`config.mk`:
```
export PLATFORM = sky130hd
export DESIGN_NAME = axi_request_arbiter
export DESIGN_NICKNAME = d
export VERILOG_FILES = /design/src/rtl/axi_request_arbiter.sv
export SDC_FILE = /design/constraint.sdc
export NUM_CORES = 1
export LEC_CHECK = 0
export ABC_AREA = 1
export CORE_AREA = 2 2 179 181
export DETAILED_ROUTE_END_ITERATION = 8
export DIE_AREA = 0 0 181 183
export MAX_ROUTING_LAYER = met4
export PLACE_DENSITY_LB_ADDON = 0.15
export SYNTH_ARGS = -nofsm -noshare
export SYNTH_HDL_FRONTEND = slang
export SYNTH_SLANG_ARGS = --single-unit
```
`constraint.sdc`:
```
create_clock -name clk -period 5.45 [get_ports clk]
set_clock_uncertainty 0.15 [all_clocks]
set_input_delay 1.09 -clock clk [delete_from_list [all_inputs] [get_ports clk]]
set_output_delay 1.09 -clock clk [all_outputs]
set_load 0.02 [all_outputs]
```
`src/rtl/axi_request_arbiter.sv`:
```
// axi_request_arbiter
// Shares one AXI4 manager port among Requesters request/response clients,
// one single-beat 32-bit transaction at a time, with round-robin grants.
// The requester index is used as the AXI ID and checked on the response.
// Optional feature macro: RENODE_AXI_ARBITER_TIMEOUT_EN compiles in a
// grant-to-response cycle timeout that aborts stalled transactions.
module axi_request_arbiter #(
   parameter int Requesters         = 4,
   parameter int AddressWidth       = 20,
   parameter int TransactionIdWidth = 8,
   parameter int TimeoutCycles      = 100
) (
   input  logic                               clk,
   input  logic                               reset,
   // client side
   input  logic [Requesters-1:0]              req_valid,
   output logic [Requesters-1:0]              req_ready,
   input  logic [Requesters-1:0]              req_write,
   input  logic [Requesters*AddressWidth-1:0] req_addr,
   input  logic [Requesters*32-1:0]           req_wdata,
   output logic [Requesters-1:0]              rsp_valid,
   output logic [31:0]                        rsp_rdata,
   output logic                               rsp_error,
   // AW channel
   output logic [TransactionIdWidth-1:0]      awid,
   output logic [AddressWidth-1:0]            awaddr,
   output logic [7:0]                         awlen,
   output logic [2:0]                         awsize,
   output logic [1:0]                         awburst,
   output logic                               awlock,
   output logic [3:0]                         awcache,
   output logic [2:0]                         awprot,
   output logic                               awvalid,
   input  logic                               awready,
   // W channel
   output logic [31:0]                        wdata,
   output logic [3:0]                         wstrb,
   output logic                               wlast,
   output logic                               wvalid,
   input  logic                               wready,
   // B channel
   input  logic [TransactionIdWidth-1:0]      bid,
   input  logic [1:0]                         bresp,
   input  logic                               bvalid,
   output logic                               bready,
   // AR channel
   output logic [TransactionIdWidth-1:0]      arid,
   output logic [AddressWidth-1:0]            araddr,
   output logic [7:0]                         arlen,
   output logic [2:0]                         arsize,
   output logic [1:0]                         arburst,
   output logic                               arlock,
   output logic [3:0]                         arcache,
   output logic [2:0]                         arprot,
   output logic                               arvalid,
   input  logic                               arready,
   // R channel
   input  logic [TransactionIdWidth-1:0]      rid,
   input  logic [31:0]                        rdata,
   input  logic [1:0]                         rresp,
   input  logic                               rlast,
   input  logic                               rvalid,
   output logic                               rready
);

   localparam int IdxW = $clog2(Requesters);

   if (Requesters < 2 || TransactionIdWidth < IdxW || TimeoutCycles < 2) begin : g_param_check
      $error("axi_request_arbiter: illegal parameter combination");
   end

   typedef enum logic [1:0] {IDLE, ADDR, RESP, DONE} state_e;

   state_e                  state_q, state_d;
   logic [IdxW-1:0]         last_grant_q, last_grant_d;
   logic [IdxW-1:0]         grant_q, grant_d;
   logic                    write_q, write_d;
   logic [AddressWidth-1:0] addr_q, addr_d;
   logic [31:0]             wdata_q, wdata_d;
   logic                    aw_done_q, aw_done_d;
   logic                    w_done_q, w_done_d;
   logic [31:0]             rdata_q, rdata_d;
   logic                    error_q, error_d;

   logic                    pick_valid;
   logic [IdxW-1:0]         pick_idx;
   logic                    tmo_hit;
   logic                    aw_ok, w_ok;
   logic [TransactionIdWidth-1:0] gid;

`ifdef RENODE_AXI_ARBITER_TIMEOUT_EN
   localparam int TmoW = $clog2(TimeoutCycles + 1);
   logic [TmoW-1:0]         cnt_q, cnt_d;
`endif

   assign gid = TransactionIdWidth'(grant_q);

   // Round-robin search starting just after the previous grant
   always_comb begin : arb
      int cand;
      cand       = 0;
      pick_valid = 1'b0;
      pick_idx   = '0;
      for (int i = 1; i <= Requesters; i++) begin
         cand = int'(last_grant_q) + i;
         if (cand >= Requesters) cand = cand - Requesters;
         if (!pick_valid && req_valid[cand]) begin
            pick_valid = 1'b1;
            pick_idx   = IdxW'(cand);
         end
      end
   end

   // Next-state logic and handshake outputs for the transaction FSM
   always_comb begin
      state_d      = state_q;
      last_grant_d = last_grant_q;
      grant_d      = grant_q;
      write_d      = write_q;
      addr_d       = addr_q;
      wdata_d      = wdata_q;
      aw_done_d    = aw_done_q;
      w_done_d     = w_done_q;
      rdata_d      = rdata_q;
      error_d      = error_q;
      awvalid      = 1'b0;
      wvalid       = 1'b0;
      arvalid      = 1'b0;
      bready       = 1'b0;
      rready       = 1'b0;
      req_ready    = '0;
      aw_ok        = 1'b0;
      w_ok         = 1'b0;
`ifdef RENODE_AXI_ARBITER_TIMEOUT_EN
      cnt_d        = cnt_q;
      tmo_hit      = 1'b0;
      if (state_q == ADDR || state_q == RESP) begin
         cnt_d   = cnt_q + TmoW'(1);
         // the edge that would bring the count to TimeoutCycles aborts
         tmo_hit = (cnt_q >= TmoW'(TimeoutCycles - 1));
      end
`else
      tmo_hit      = 1'b0;
`endif

      unique case (state_q)
         IDLE: begin
            // sink stray or late responses
            bready = 1'b1;
            rready = 1'b1;
            if (pick_valid) begin
               req_ready    = Requesters'(1) << pick_idx;
               grant_d      = pick_idx;
               last_grant_d = pick_idx;
               write_d      = req_write[pick_idx];
               addr_d       = req_addr[int'(pick_idx)*AddressWidth +: AddressWidth];
               wdata_d      = req_wdata[int'(pick_idx)*32 +: 32];
               aw_done_d    = 1'b0;
               w_done_d     = 1'b0;
               rdata_d      = '0;
               error_d      = 1'b0;
`ifdef RENODE_AXI_ARBITER_TIMEOUT_EN
               cnt_d        = '0;
`endif
               state_d      = ADDR;
            end
         end
         ADDR: begin
            if (write_q) begin
               awvalid   = !aw_done_q;
               wvalid    = !w_done_q;
               aw_ok     = aw_done_q || awready;
               w_ok      = w_done_q || wready;
               aw_done_d = aw_ok;
               w_done_d  = w_ok;
               if (aw_ok && w_ok) begin
                  state_d = RESP;
               end else if (tmo_hit) begin
                  state_d = DONE;
                  error_d = 1'b1;
                  rdata_d = '0;
               end
            end else begin
               arvalid = 1'b1;
               if (arready) begin
                  state_d = RESP;
               end else if (tmo_hit) begin
                  state_d = DONE;
                  error_d = 1'b1;
                  rdata_d = '0;
               end
            end
         end
         RESP: begin
            // a response arriving on the timeout edge takes priority
            if (write_q) begin
               bready = 1'b1;
               if (bvalid) begin
                  error_d = (bid != gid) || (bresp == 2'b10) || (bresp == 2'b11);
                  rdata_d = '0;
                  state_d = DONE;
               end else if (tmo_hit) begin
                  state_d = DONE;
                  error_d = 1'b1;
                  rdata_d = '0;
               end
            end else begin
               rready = 1'b1;
               if (rvalid && rlast) begin
                  error_d = (rid != gid) || (rresp == 2'b10) || (rresp == 2'b11);
                  rdata_d = error_d ? 32'h0 : rdata;
                  state_d = DONE;
               end else if (tmo_hit) begin
                  state_d = DONE;
                  error_d = 1'b1;
                  rdata_d = '0;
               end
            end
         end
         DONE: begin
            state_d = IDLE;
         end
         default: begin
            state_d = IDLE;
         end
      endcase
   end

   // State and transaction registers; reset abandons any transaction in flight
   always_ff @(posedge clk) begin
      if (reset) begin
         state_q      <= IDLE;
         last_grant_q <= IdxW'(Requesters - 1);
         grant_q      <= '0;
         write_q      <= 1'b0;
         addr_q       <= '0;
         wdata_q      <= '0;
         aw_done_q    <= 1'b0;
         w_done_q     <= 1'b0;
         rdata_q      <= '0;
         error_q      <= 1'b0;
`ifdef RENODE_AXI_ARBITER_TIMEOUT_EN
         cnt_q        <= '0;
`endif
      end else begin
         state_q      <= state_d;
         last_grant_q <= last_grant_d;
         grant_q      <= grant_d;
         write_q      <= write_d;
         addr_q       <= addr_d;
         wdata_q      <= wdata_d;
         aw_done_q    <= aw_done_d;
         w_done_q     <= w_done_d;
         rdata_q      <= rdata_d;
         error_q      <= error_d;
`ifdef RENODE_AXI_ARBITER_TIMEOUT_EN
         cnt_q        <= cnt_d;
`endif
      end
   end

   // Response pulse to the owning client and fixed AXI fields
   always_comb begin
      rsp_valid = '0;
      rsp_rdata = '0;
      rsp_error = 1'b0;
      if (state_q == DONE) begin
         rsp_valid = Requesters'(1) << grant_q;
         rsp_rdata = rdata_q;
         rsp_error = error_q;
      end
      awid    = gid;
      awaddr  = addr_q;
      awlen   = 8'd0;
      awsize  = 3'b010;
      awburst = 2'b00;
      awlock  = 1'b0;
      awcache = 4'd0;
      awprot  = 3'd0;
      wdata   = wdata_q;
      wstrb   = 4'hF;
      wlast   = 1'b1;
      arid    = gid;
      araddr  = addr_q;
      arlen   = 8'd0;
      arsize  = 3'b010;
      arburst = 2'b00;
      arlock  = 1'b0;
      arcache = 4'd0;
      arprot  = 3'd0;
   end

endmodule

```
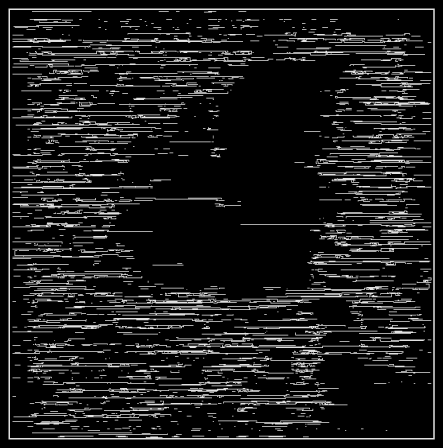
*The metal 1 layer, run 1*
nets with wire on the layer	1507
longest straight run	60.0 um
wire length on this layer	12400 um
share of all routed wire	42%
main direction	horizontal
met1 Use GR: 0.201
via count: 7955

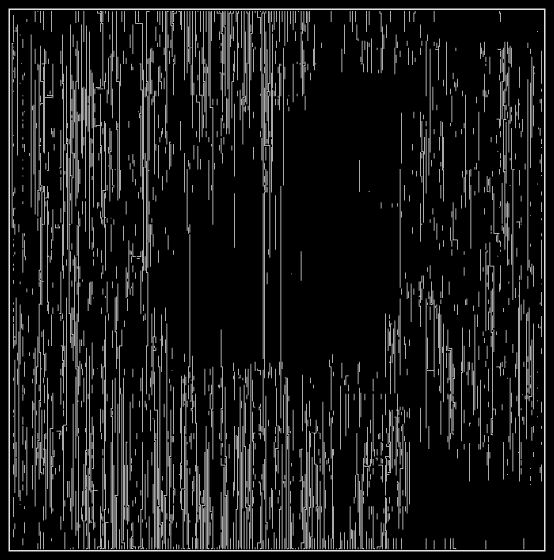
*Metal 2, run 1*
main direction	vertical
longest straight run	78.5 um
nets with wire on the layer	1261
wire length on this layer	14400 um
final wirelength: 29700 um
met2 usage: 0.308

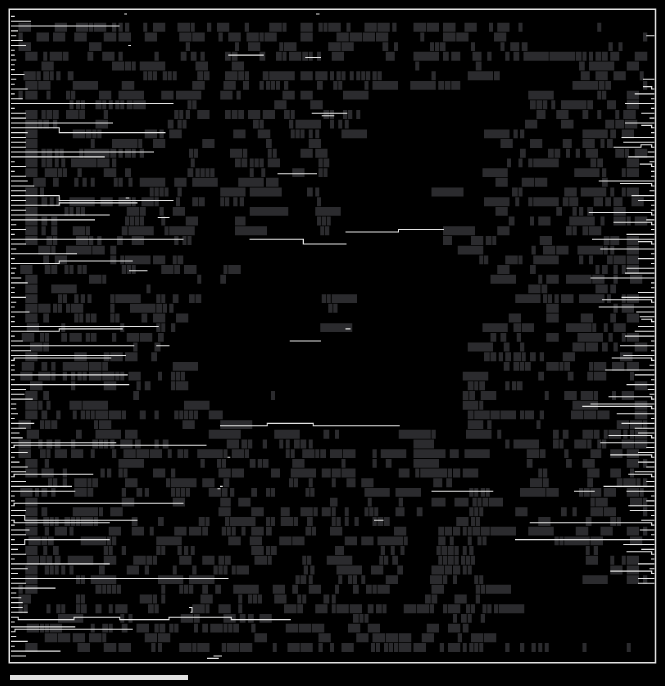
*Metal 3, run 1*
The bar under the picture is 50 um long.
share of all routed wire	7.9%
wire length on this layer	2360 um
GR Util met3: 0.0566

run 1: cells in the mapped netlist, drive strengths merged:
cell type	count
a211oi	1
a21oi	25
and2	1
buf	126
clkbuf	33
clkinv	1
conb	2
dfxtp	94
ha	5
inv	53
nand2	305
nand3	169
nand3b	16
nand4	4
nor2	229
nor3	10
o211a	17
o211ai	2
o21ai	41
or2	2
xnor2	4
run 1: layout make-up:
class | instances | area share
Sequential cell | 94 | 0.172
Tap cell | 402 | 0.0460
Multi-Input combinational cell | 890 | 0.364
Timing Repair Buffer | 406 | 0.369
Antenna cell | 5 | 0.00115
Clock inverter | 7 | 0.00836
Clock buffer | 9 | 0.0206
Inverter | 54 | 0.0186
run 1: layer usage:
layer	vias to the layer above	wire length (um)
li1	4125	-
met1	3537	12400
met3	20	2360
met2	273	14400
met4	0	457
met5	-	0
==> results.cfg, run 1 <==
; synthesis and place-and-route metrics
[sta]
relSlewSlack = 0.231
tns_ns = 0
fin_crit_ns = 4.79
hold_viol_final = 0
tightest_slew_ns = 1.15
max_freq_mhz = 209
rsz0062_at_grt = no
whs_ns = 0.350
maxSlewViolCount = 0
setup_ws_ns = 0.662
timing.final.crit_share = 0.879
setup_violations = 0

[global_route]
grt_pass1_wl_um = 44400
antenna_found_initial = 5
grt_start_max_net_pins = 98
grtUsageTotal = 0.178
grt-busiest-layer = met2
grt_pass1_vias = 7545

[final_layout]
fin_area_um2 = 10900
fin_nets = 1736
post-route-util = 0.350
fillers = 3416
fin_cells = 1867
final_layout_size_suffix_gt1_frac = 0.0315
layout_top_cell = clkdlybuf4s50_1
final_layout_top_logic_cells = clkdlybuf4s50_1 (394), nand2_1 (298), nor2_1 (227)
register_area_um2 = 1880
logic_area_um2 = 3980

[power]
total_power_mw = 5.63
pg_comb_mw = 3.74
power_density_nw_per_um2 = 515
pwr-share-comb = 0.664
seq-power_mw = 1.20
switchingPower_mw = 2.90
clockPowerShare = 0.122
switching_share = 0.515
seq_power_share = 0.213
power_leader = combinational logic
internal_power_mw = 2.73
power.leakage_nw = 5.02

[clock_network]
cts_resized = 0
clkSinkCount = 94
worstSkewPairLatency_ns = 0.34
numCtsBuffers = 9
cts_root_buf = clkbuf_16
htree_num_levels = 3
clock_path_buffers = 2
cts.clk_slew.worst_paths_ns = 0.07
hold_buffers = 0
cts_setup_buffers = 0
cts_tree = yes

[synthesis]
ys_sh_xor = 0.00514
mux_area_frac = 0
ys_seq_share = 0.276
syn_area_um2 = 6820
synth.distinct_cells = 31
synth.avg_cell_area_um2 = 5.98
yosys-top-cells-area = dfxtp_1 (28%), nand2_1 (16%), nor2_1 (12%), nand3_1 (12%), buf_4 (9.7%)
simple_gate_area_frac = 0.456
ys_sh_aoi = 0.0767
ys_chip_area_um2 = 6820
adder_share = 0.00917
ys_warn_count = 0
netlist_logic_family_top = simple AND/OR/NAND/NOR gates
synth_cells = 1140
ys_cells = 1140
ys_ff = 94

[worst_setup_path]
critical_path_buf_inv_count = 3
cp-end-kind = output port
cpMostUsedCell = nand2_1
crit_chain = clkdlybuf4s50_1 -> nand2_1 -> nand3_1 -> nand2_2 -> nand2_1 -> nand2_1 -> nand2_4 -> nand2_4 -> inv_1 -> nand2_1 -> nor2_1 -> clkdlybuf4s50_1
reg2reg_slack_ns = 2.13
slowest_delay_ns = 0.65
path_max_fanout = 25
cp-endpoint = req_ready[2]
rr_worst_depth = 13
rr_endpoint = araddr[13]$_SDFFE_PP0P_
crit_start = req_valid[3]
crit_slowest_cell = clkdlybuf4s50_1
r2r-start = last_grant_q[0]$_SDFFE_PP1P_
crit_required_ns = 4.21
arrival_ns = 3.55
crit_type = in2out

[die]
pin_count = 457
core-area_um2 = 31200
fp-row-count = 65
fp_util = 0.218
die_w_um = 181
fp.dieH_um = 183
chip_area_um2 = 33100

[detailed_routing]
ant_nets = 0
drt-pass1-iter-count = 5
viasPerCell = 4.26
drcViolationCount = 0
dr.first_iter.drc_count = 260
wl_per_cell_um = 15.9

[job]
maxCapViolCount = 0
tool_warnings = 32

[worst_hold_path]
whs_endpoint = rdata_q[11]$_SDFFE_PP0P_
hold_depth = 1
worstHoldPathType = reg2reg
worstHoldStart = rdata_q[11]$_SDFFE_PP0P_

[outcome]
status = finished clean

[placed_design]
placed_cell_area_um2 = 10600
port_buffers = 395
dpl.hpwl_um = 21700
dp_slack_ns = 0.652
place.gp.congestion = 0.784
### M4 wires, run 1

The bar under the picture is 50 um long.
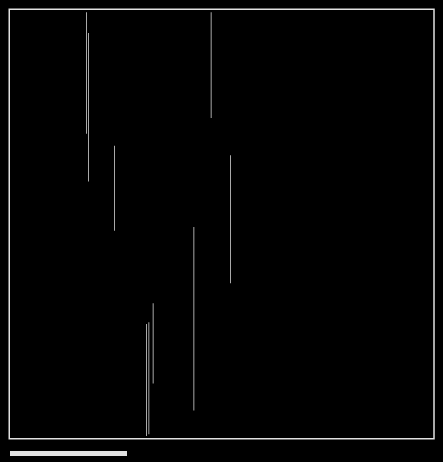

==> run 2: changes to the inputs <==
- CORE_AREA: 2 2 179 181 -> 2 2 178 180
- DIE_AREA: 0 0 181 183 -> 0 0 180 182
- DONT_BUFFER_PORTS: default -> 1
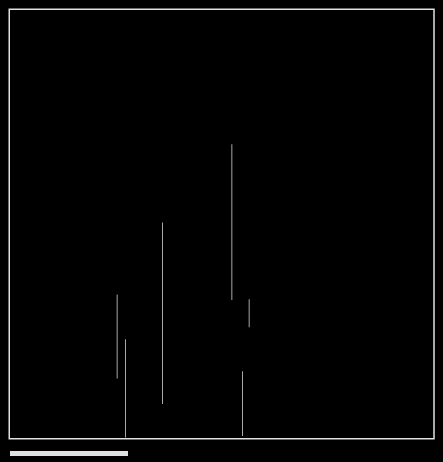
*M4 wires, run 2*
The bar under the picture is 50 um long.
nets with wire on the layer	4
main direction	vertical
longest straight run	76.8 um
share of all routed wire	1.0%
wire length on this layer	258 um
via count: 6627
final wirelength: 25400 um

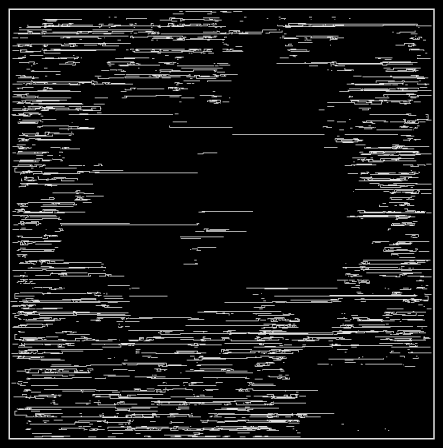
*The metal 1 layer, run 2*
main direction	horizontal
longest straight run	60.3 um
nets with wire on the layer	1126
wire length on this layer	10800 um
met1 Use GR: 0.177

==> results.cfg, run 2 <==
; synthesis and place-and-route metrics
[outcome]
status = finished clean

[sta]
setup_violations = 0
tightest_slew_ns = 1.14
rsz0062_at_grt = no
whs_ns = 0.350
max_freq_mhz = 250
fin_crit_ns = 4.00
timing.final.crit_share = 0.733
maxSlewViolCount = 0
tns_ns = 0
setup_ws_ns = 1.45

[detailed_routing]
wl_met2_um = 12700
route.met3.wl_um = 1680
viasPerCell = 4.51
wl_per_cell_um = 17.3
top_layer_used = met4
ant_nets = 0
drt-pass1-iter-count = 4
met1Wirelength_um = 10800
dr.first_iter.drc_count = 299
drcViolationCount = 0

[clock_network]
worstSkewPairLatency_ns = 0.35
hold_buffers = 0
numCtsBuffers = 9
cts_tree = yes
cts_root_buf = clkbuf_16
clkSinkCount = 94
htree_num_levels = 3
cts_setup_buffers = 0
cts.clk_slew.worst_paths_ns = 0.07
cts_resized = 0
clock_path_buffers = 2

[die]
chip_area_um2 = 32800
die_w_um = 180
pin_count = 457
fp-row-count = 65
tap_cells = 402
fp_util = 0.220
core-area_um2 = 31000
fp.dieH_um = 182

[power]
pwr-share-comb = 0.559
switching_share = 0.565
seq_power_share = 0.305
total_power_mw = 4.96
internal_power_mw = 2.16
power_density_nw_per_um2 = 714
clockPowerShare = 0.136
switchingPower_mw = 2.80

[worst_hold_path]
worstHoldStart = error_q$_SDFFE_PP0P_
hold_depth = 1
whs_endpoint = error_q$_SDFFE_PP0P_
worstHoldPathType = reg2reg

[final_layout]
layout_top_cell = nand2_1
fin_cells = 1468
sh_comb_area = 0.572
antenna_cells = 3
top_area_cell_class = combinational gates
clock_cell_area_share = 0.0445
register_area_um2 = 1880
fin_area_um2 = 6950
post-route-util = 0.224
final_layout_top_logic_cells = nand2_1 (298), nor2_1 (227), nand3_1 (168)
clock_buffer_count = 10
final_layout_size_suffix_gt1_frac = 0.0405
inv_count = 54
fin_nets = 1339
buffers = 9
seq_cells = 94
buf_share = 0.00973
fillers = 3612
multi_input_comb_cells = 890

[synthesis]
ys_chip_area_um2 = 6820
syn_area_um2 = 6820
ys_cells = 1140
top_cells_by_count = nand2_1 (298), nor2_1 (227), nand3_1 (168), dfxtp_1 (94), buf_4 (88)
async_reset_ff_frac = 0
yosys-top-cells-area = dfxtp_1 (28%), nand2_1 (16%), nor2_1 (12%), nand3_1 (12%), buf_4 (9.7%)
ys.flop_type = dfxtp_1
ys_warn_count = 0
edf_count = 0
synth_top_cell_by_count = nand2_1
synth_cells = 1140
ys_seq_share = 0.276
synth.avg_cell_area_um2 = 5.98

[worst_setup_path]
cp-endpoint = req_ready[1]
cp-end-kind = output port
r2r-start = last_grant_q[0]$_SDFFE_PP1P_
crit_slowest_cell = dfxtp_1
crit_chain = inv_1 -> nand2_1 -> nand2_2 -> nor2_4 -> nand4_4 -> nand2_4 -> inv_1 -> nor2_1
path_max_fanout = 36
arrival_ns = 2.76
rr_endpoint = wdata[9]$_SDFFE_PP0P_
slowest_delay_ns = 0.59
crit_required_ns = 4.21
critical_path_buf_inv_count = 2
reg2reg_slack_ns = 1.96
crit_type = reg2out

[placed_design]
place.gp.congestion = 0.800
port_buffers = 0
dp_slack_ns = 1.52

[job]
tool_warnings = 34
maxCapViolCount = 0

[global_route]
grtUsageTotal = 0.154
grt_pass1_wl_um = 37900
grt-busiest-layer = met2
antenna_found_initial = 3
grt_start_max_net_pins = 107
overflow = 0
use_met2 = 0.265
grt_pass1_vias = 6309
==> run 2: cell counts after synthesis <==
No cell type changed its count.
==> run 2: power groups by stage <==
stage | Combinational, mW | Clock, mW | Sequential (mW)
CTS | 2.83 | 0.719 | 1.52
finish | 2.77 | 0.676 | 1.51
floorplan | 2.47 | 0 | 1.34
global placement | 2.82 | 0 | 1.54
detailed placement | 2.82 | 0 | 1.54
global route | 3.19 | 0.740 | 1.55
==> run 2: cell families after synthesis <==
group | share of synthesized area
DFF | 0.276
xor gates and xnor gates | 0.00514
and+or+nand+nor | 0.456
AOI/OAI and AO/OA | 0.0767
adders and majority gates | 0.00917
other | 0.00110
buffers and inverters | 0.176
No activity file was given, so power comes from the tool's default toggle rates.
